$ cat src/rtl/mips_imem_loader.sv
`default_nettype none
// ============================================================================
//  Module   : mips_imem_loader
//  Purpose  : Boot-time instruction-memory loader for MIPS_single_cycle.
//             Receives a framed big-endian byte stream made of a header word
//             (16'hB007 magic, 16-bit word count), the program words and an
//             XOR checksum word. Each program word is written into
//             instruction memory at consecutive word addresses. The core is
//             held in reset until the image has been loaded and verified.
//  Ports    : clk          - rising-edge clock
//             rst          - asynchronous active-low reset
//             start        - one-cycle load request (ignored while busy)
//             rx_data      - stream byte
//             rx_valid     - rx_data valid
//             rx_ready     - byte accepted when rx_valid && rx_ready
//             imem_we      - one-cycle write strobe per word
//             imem_addr    - word address (registered)
//             imem_wdata   - word to write (registered)
//             core_rst     - active-low reset driven to the core
//             busy         - load in progress
//             done         - image loaded and verified
//             error        - bad magic, oversize count or checksum mismatch
//             words_loaded - payload words written so far
//  Revision : 1.0 - initial release
// ============================================================================
module mips_imem_loader #(
   parameter int INST_MEM_DEPTH = 256,
   parameter int width          = 32,
   localparam int AW            = $clog2(INST_MEM_DEPTH)
) (
   input  logic             clk,
   input  logic             rst,
   input  logic             start,
   input  logic [7:0]       rx_data,
   input  logic             rx_valid,
   output logic             rx_ready,
   output logic             imem_we,
   output logic [AW-1:0]    imem_addr,
   output logic [width-1:0] imem_wdata,
   output logic             core_rst,
   output logic             busy,
   output logic             done,
   output logic             error,
   output logic [15:0]      words_loaded
);

   typedef enum logic [2:0] {
      IDLE  = 3'd0,
      HDR   = 3'd1,
      LOAD  = 3'd2,
      CSUM  = 3'd3,
      DONE  = 3'd4,
      ERROR = 3'd5
   } state_t;

   localparam logic [15:0] MAGIC     = 16'hB007;
   localparam logic [16:0] MAX_WORDS = 17'(INST_MEM_DEPTH);

   state_t      state;
   logic [1:0]  byte_cnt;     // position of the next byte within its word
   logic [23:0] shreg;        // first three bytes of the word being assembled
   logic [31:0] csum_acc;     // XOR of all payload words
   logic [15:0] word_count;   // payload length taken from the header

   logic        accept;
   logic        last_byte;
   logic [31:0] word;

   // Decoded from the state register only, so there is no path from rx_valid.
   assign rx_ready  = (state == HDR) || (state == LOAD) || (state == CSUM);
   assign accept    = rx_valid && rx_ready;
   assign last_byte = (byte_cnt == 2'd3);
   // Big-endian: the byte completing the word lands in bits 7:0.
   assign word      = {shreg, rx_data};

   always_ff @(posedge clk or negedge rst) begin
      if (!rst) begin
         state        <= IDLE;
         byte_cnt     <= 2'd0;
         shreg        <= 24'd0;
         csum_acc     <= 32'd0;
         word_count   <= 16'd0;
         imem_we      <= 1'b0;
         imem_addr    <= '0;
         imem_wdata   <= '0;
         core_rst     <= 1'b0;
         busy         <= 1'b0;
         done         <= 1'b0;
         error        <= 1'b0;
         words_loaded <= 16'd0;
      end else begin
         imem_we <= 1'b0;

         // Byte alignment only advances on an actual transfer, so rx_valid
         // bubbles stall assembly without slipping a byte.
         if (accept) begin
            byte_cnt <= byte_cnt + 2'd1;
            shreg    <= {shreg[15:0], rx_data};
         end

         case (state)
            IDLE, DONE, ERROR: begin
               if (start) begin
                  state        <= HDR;
                  byte_cnt     <= 2'd0;
                  csum_acc     <= 32'd0;
                  imem_addr    <= '0;
                  core_rst     <= 1'b0;
                  busy         <= 1'b1;
                  done         <= 1'b0;
                  error        <= 1'b0;
                  words_loaded <= 16'd0;
               end
            end

            HDR: begin
               if (accept && last_byte) begin
                  word_count <= word[15:0];
                  // Oversize counts are rejected here so imem_addr can
                  // never run past the end of the memory.
                  if ((word[31:16] != MAGIC) || ({1'b0, word[15:0]} > MAX_WORDS)) begin
                     state <= ERROR;
                     error <= 1'b1;
                     busy  <= 1'b0;
                  end else if (word[15:0] == 16'd0) begin
                     state <= CSUM;
                  end else begin
                     state     <= LOAD;
                     imem_addr <= '0;
                  end
               end
            end

            LOAD: begin
               if (accept && last_byte) begin
                  imem_we      <= 1'b1;
                  imem_wdata   <= word;
                  // words_loaded doubles as the address counter: it equals
                  // the index of the word being written.
                  imem_addr    <= words_loaded[AW-1:0];
                  words_loaded <= words_loaded + 16'd1;
                  csum_acc     <= csum_acc ^ word;
                  if ((words_loaded + 16'd1) == word_count) begin
                     state <= CSUM;
                  end
               end
            end

            CSUM: begin
               if (accept && last_byte) begin
                  busy <= 1'b0;
                  if (word == csum_acc) begin
                     state    <= DONE;
                     done     <= 1'b1;
                     core_rst <= 1'b1;
                  end else begin
                     state <= ERROR;
                     error <= 1'b1;
                  end
               end
            end

            default: state <= IDLE;
         endcase
      end
   end

endmodule
`default_nettype wire
$ cat config.mk
export PLATFORM = sky130hd
export DESIGN_NAME = mips_imem_loader
export DESIGN_NICKNAME = d
export VERILOG_FILES = /design/src/rtl/mips_imem_loader.sv
export SDC_FILE = /design/constraint.sdc
export NUM_CORES = 1
export LEC_CHECK = 0
export ABC_AREA = 1
export CORE_AREA = 5 5 114 116
export CTS_CLUSTER_DIAMETER = 150
export CTS_CLUSTER_SIZE = 12
export DETAILED_ROUTE_END_ITERATION = 10
export DIE_AREA = 0 0 119 121
export GPL_TIMING_DRIVEN = 0
export HOLD_SLACK_MARGIN = 0.12
export PLACE_DENSITY_LB_ADDON = 0.15
export RECOVER_POWER = 100
export SLEW_MARGIN = 20
export SYNTH_ARGS = -nofsm -noshare
export SYNTH_HDL_FRONTEND = slang
export SYNTH_SLANG_ARGS = --single-unit
$ cat constraint.sdc
create_clock -name clk -period 2 [get_ports clk]
set_input_delay 0.4 -clock clk [delete_from_list [all_inputs] [get_ports clk]]
set_output_delay 0.4 -clock clk [all_outputs]
set_load 0.05 [all_outputs]
Figure 1. Met1 routing.
Cells faint in the background.
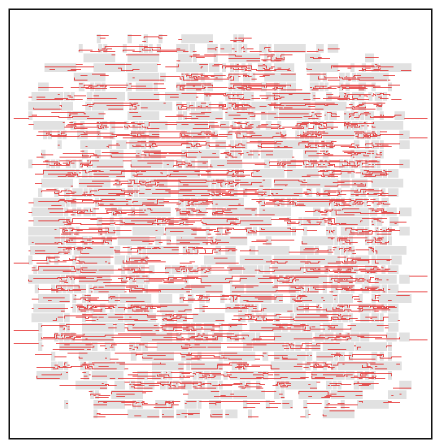
nets with wire on the layer	845
longest straight run	65.8 µm
main direction	horizontal
detailed-route via count: 5,920
met1 layer usage reported by global route: 0.313
final wirelength: 18.3 mm

Figure 2. Signal wires on met2.
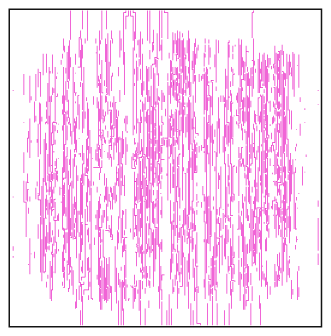
share of all routed wire	51%
main direction	vertical
longest straight run	59.8 µm

Figure 3. M3 wires.
Cells faint in the background.
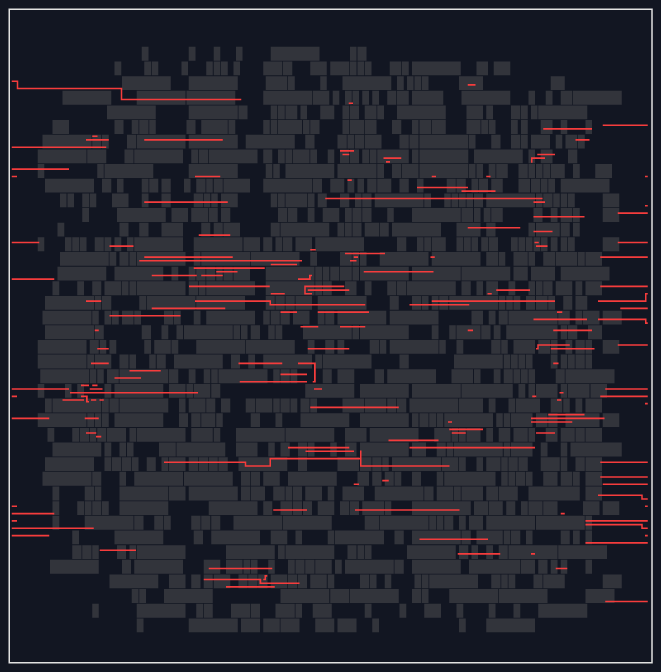
main direction	horizontal
longest straight run	40.0 µm

Figure 4. M4 wires.
Scale bar: 20 µm. Cells faint in the background.
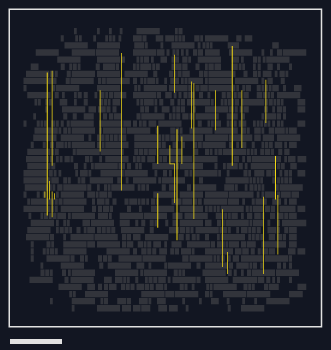
longest straight run	54.4 µm
wire length on this layer	570 µm

Figure 5. Routing congestion map.
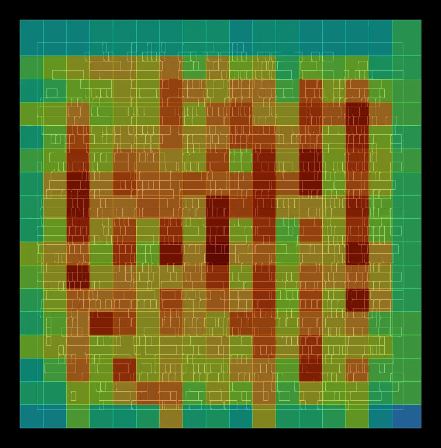
global-route track usage on met2: 0.450
most used routing layer in global routing: met2
Avg WL per Cell: 17.4 µm

==> design notes <==
The cts-stage hold buffer count came out at 1. The run gives 0.0615 as the fraction of met3 tracks used by global routing. The run gives 27 for the warning total across the stage logs. Kind of cell adding the most delay to the critical path: buffers and inverters. The number of max-capacitance violations reported is 0. Per the cell usage report, the commonest logic cell in the layout is sky130_fd_sc_hd__nand2_1. The first global-routing pass estimated 29.6 mm of wire. Walking the worst path, the cells encountered are clkdlybuf4s50_1. Looking at the post-CTS report, the setup buffer insertion count equals 8. The cell with the most instances after synthesis was sky130_fd_sc_hd__nand2_1.

The detail route stage leaves a number of antenna-violating nets equal to 0. Per the post-synthesis report, the number of cells in the design is 775. The area share of the largest cell type after synthesis is 0.525. The required time of the critical path was 1.60 ns; the number of cells on the critical path was 1. The end-of-flow core utilization is 0.686, and the xor and xnor fraction of the mapped netlist area is 0.0470. The distinct cell type count of the synthesized netlist came out at 30. The final non-filler cell total came out at 1,049.

The run gives 1.00 for the share of flip-flops with an asynchronous set or reset after synthesis. The number of resized instances in the post-cts repair step is 39. The overall track demand over capacity in global routing is 0.262. The type of the setup path with the least slack was reg2out. The smallest clock period supported by the final layout is computed as 1.98 ns. Before CTS, the worst setup slack after placement is -0.516 ns.

The worst path meets setup with 0.0176 ns of slack. The worst setup path is launched from a flip-flop. The dominant power group in this design is combinational logic.

TritonCTS built the clock tree. The share of synthesized cell area in full adder, half adder and majority cells was 0.00383; the count of input and output buffers was 73. Per the detail_route report, vias per standard cell equal 5.64. Sequential share of power: 0.364. Looking at the critical path, the single cell with the biggest stage delay is sky130_fd_sc_hd__clkdlybuf4s50_1. After detailed routing, the number of remaining DRC violations is 0. The area share of and-or/or-and cells after synthesis came out at 0.100.

Class of the worst hold path: in2async. The clock network power reported by the tool is 2980 µW. Detailed routing placed a total of 1.09 mm of wire on met3. Chip area line of the yosys report: 6530 µm². The post-synth net total is 789. The relative slew slack was 0.465; the post-DP HPWL was 12.7 mm. With the final number of hold-violating endpoints at 0, the placeable core region is 11,800 µm². The run gives 0.378 for the combinational group share of total power. Sorting the synthesized cells by how often they occur yields sky130_fd_sc_hd__nand2_1, sky130_fd_sc_hd__dfrtp_1, sky130_fd_sc_hd__nand3_1. The number of max-slew violations in the final report is 0.

Routed signal wires occupy layers up through met4. Summed over all instances, the cell type with the most area after synthesis is sky130_fd_sc_hd__dfrtp_1. The post-synth count of flops with an enable pin is 0. Entering global routing, the biggest net connects 89 pins. For the worst-skew pair, the clock arrives at the later sink with an insertion delay of 0.42 ns.

In this run the worst setup path begins at imem_addr[7]. The die covers 14,400 µm². The basic-gate share of the synthesized area counting and, or, nand and nor cells was 0.252; the share of final-layout standard cells stronger than drive strength 1 was 0.153. The peak supply drop is 0.000887 V, and the floorplan-stage core utilization is 0.553. The switching part of the total power was 0.436. The clock passes through at most 2 buffers. The final timing report counts setup violations totalling 0.

The commonest register cell is sky130_fd_sc_hd__dfrtp_1. For reference, the critical path is captured by imem_addr[7]. Endpoint class of the critical path: an output pin.

The worst-case hold slack is 0.475 ns. Across the routed clock network, the largest skew measured is 0.00820 ns. The tree is rooted in a sky130_fd_sc_hd__clkbuf_16.

For reference, the top cells by area after synthesis are sky130_fd_sc_hd__dfrtp_1, sky130_fd_sc_hd__nand2_1, sky130_fd_sc_hd__nand3_1. At the pin with the least slew margin, the transition time is 0.802 ns. The number of buffers and inverters on the critical path is 1.

Top-level I/O count: 74. Per report_power, the Sequential row totals 4220 µW. The run gives 0.257 for the part of the power in the clock network.

The largest family of logic cells by area is simple AND/OR/NAND/NOR gates. Power density over the cells: 1430 nW/µm². Setup total negative slack on the finished layout was measured at 0 ns. The synthesized netlist occupies a cell area of 6530 µm². TritonCTS created 17 clock buffers. Signal arrival time at the worst endpoint: 1.58 ns. Final RePlAce weighted congestion: 0.867.

Per the OpenROAD power report, switching power amounts to 5050 µW. The count of cells along the worst register-to-register path came out at 14. A synthesized cell averages 8.42 µm². The clock tree synthesis step divided the H-tree into 4 levels. The run gives 24.1% for the synthesis-to-layout area growth. The sequential area share after synthesis was 0.525; the slack of the worst reg-to-reg path was 0.02 ns.

The flow ran to the end, and the final reports show no timing, DRC or antenna violations. The post-synth register bit count is 137. In the detailed route, the total length drawn on met2 is 9.30 mm.

The number of cells in the yosys synthesis report is 775, and the largest stage delay on the critical path is 0.81 ns. Setup repair after global routing could not meet its margin everywhere. Counting tap cells, the placed design contains a total of 996 instances. The initial antenna violation count is 0.

The number of antenna diodes in the final layout is 0. The horizontal die dimension came out at 119 µm. Clock tree synthesis found a total of 137 sinks. The endpoint identified for the worst register-to-register timing path is state[2].
==> per-stage QoR <==
stage,total power [µW],instance area (µm²)
finish,11600,8100
global route,12300,8100
CTS,11800,8120
detailed placement,8740,7490
global placement,8610,7460
floorplan,7170,6550
==> final cells by class <==
cell class	count	area, µm²
buffer	29	209
multi-input combinational	535	2770
fill	941	3710
clock inverter	11	97.6
timing repair buffer	96	662
sequential	137	3440
clock buffer	21	470
tap	147	184
inverter	73	274
==> sequential cells by signal, indices dropped and copies added (netlist names), 2 cells and up <==
name          count
byte_cnt          2
word_count       16
words_loaded     16
state             3
imem_addr         8
imem_wdata       32
shreg            24
csum_acc         32
Power is estimated from default activity; no workload was simulated.
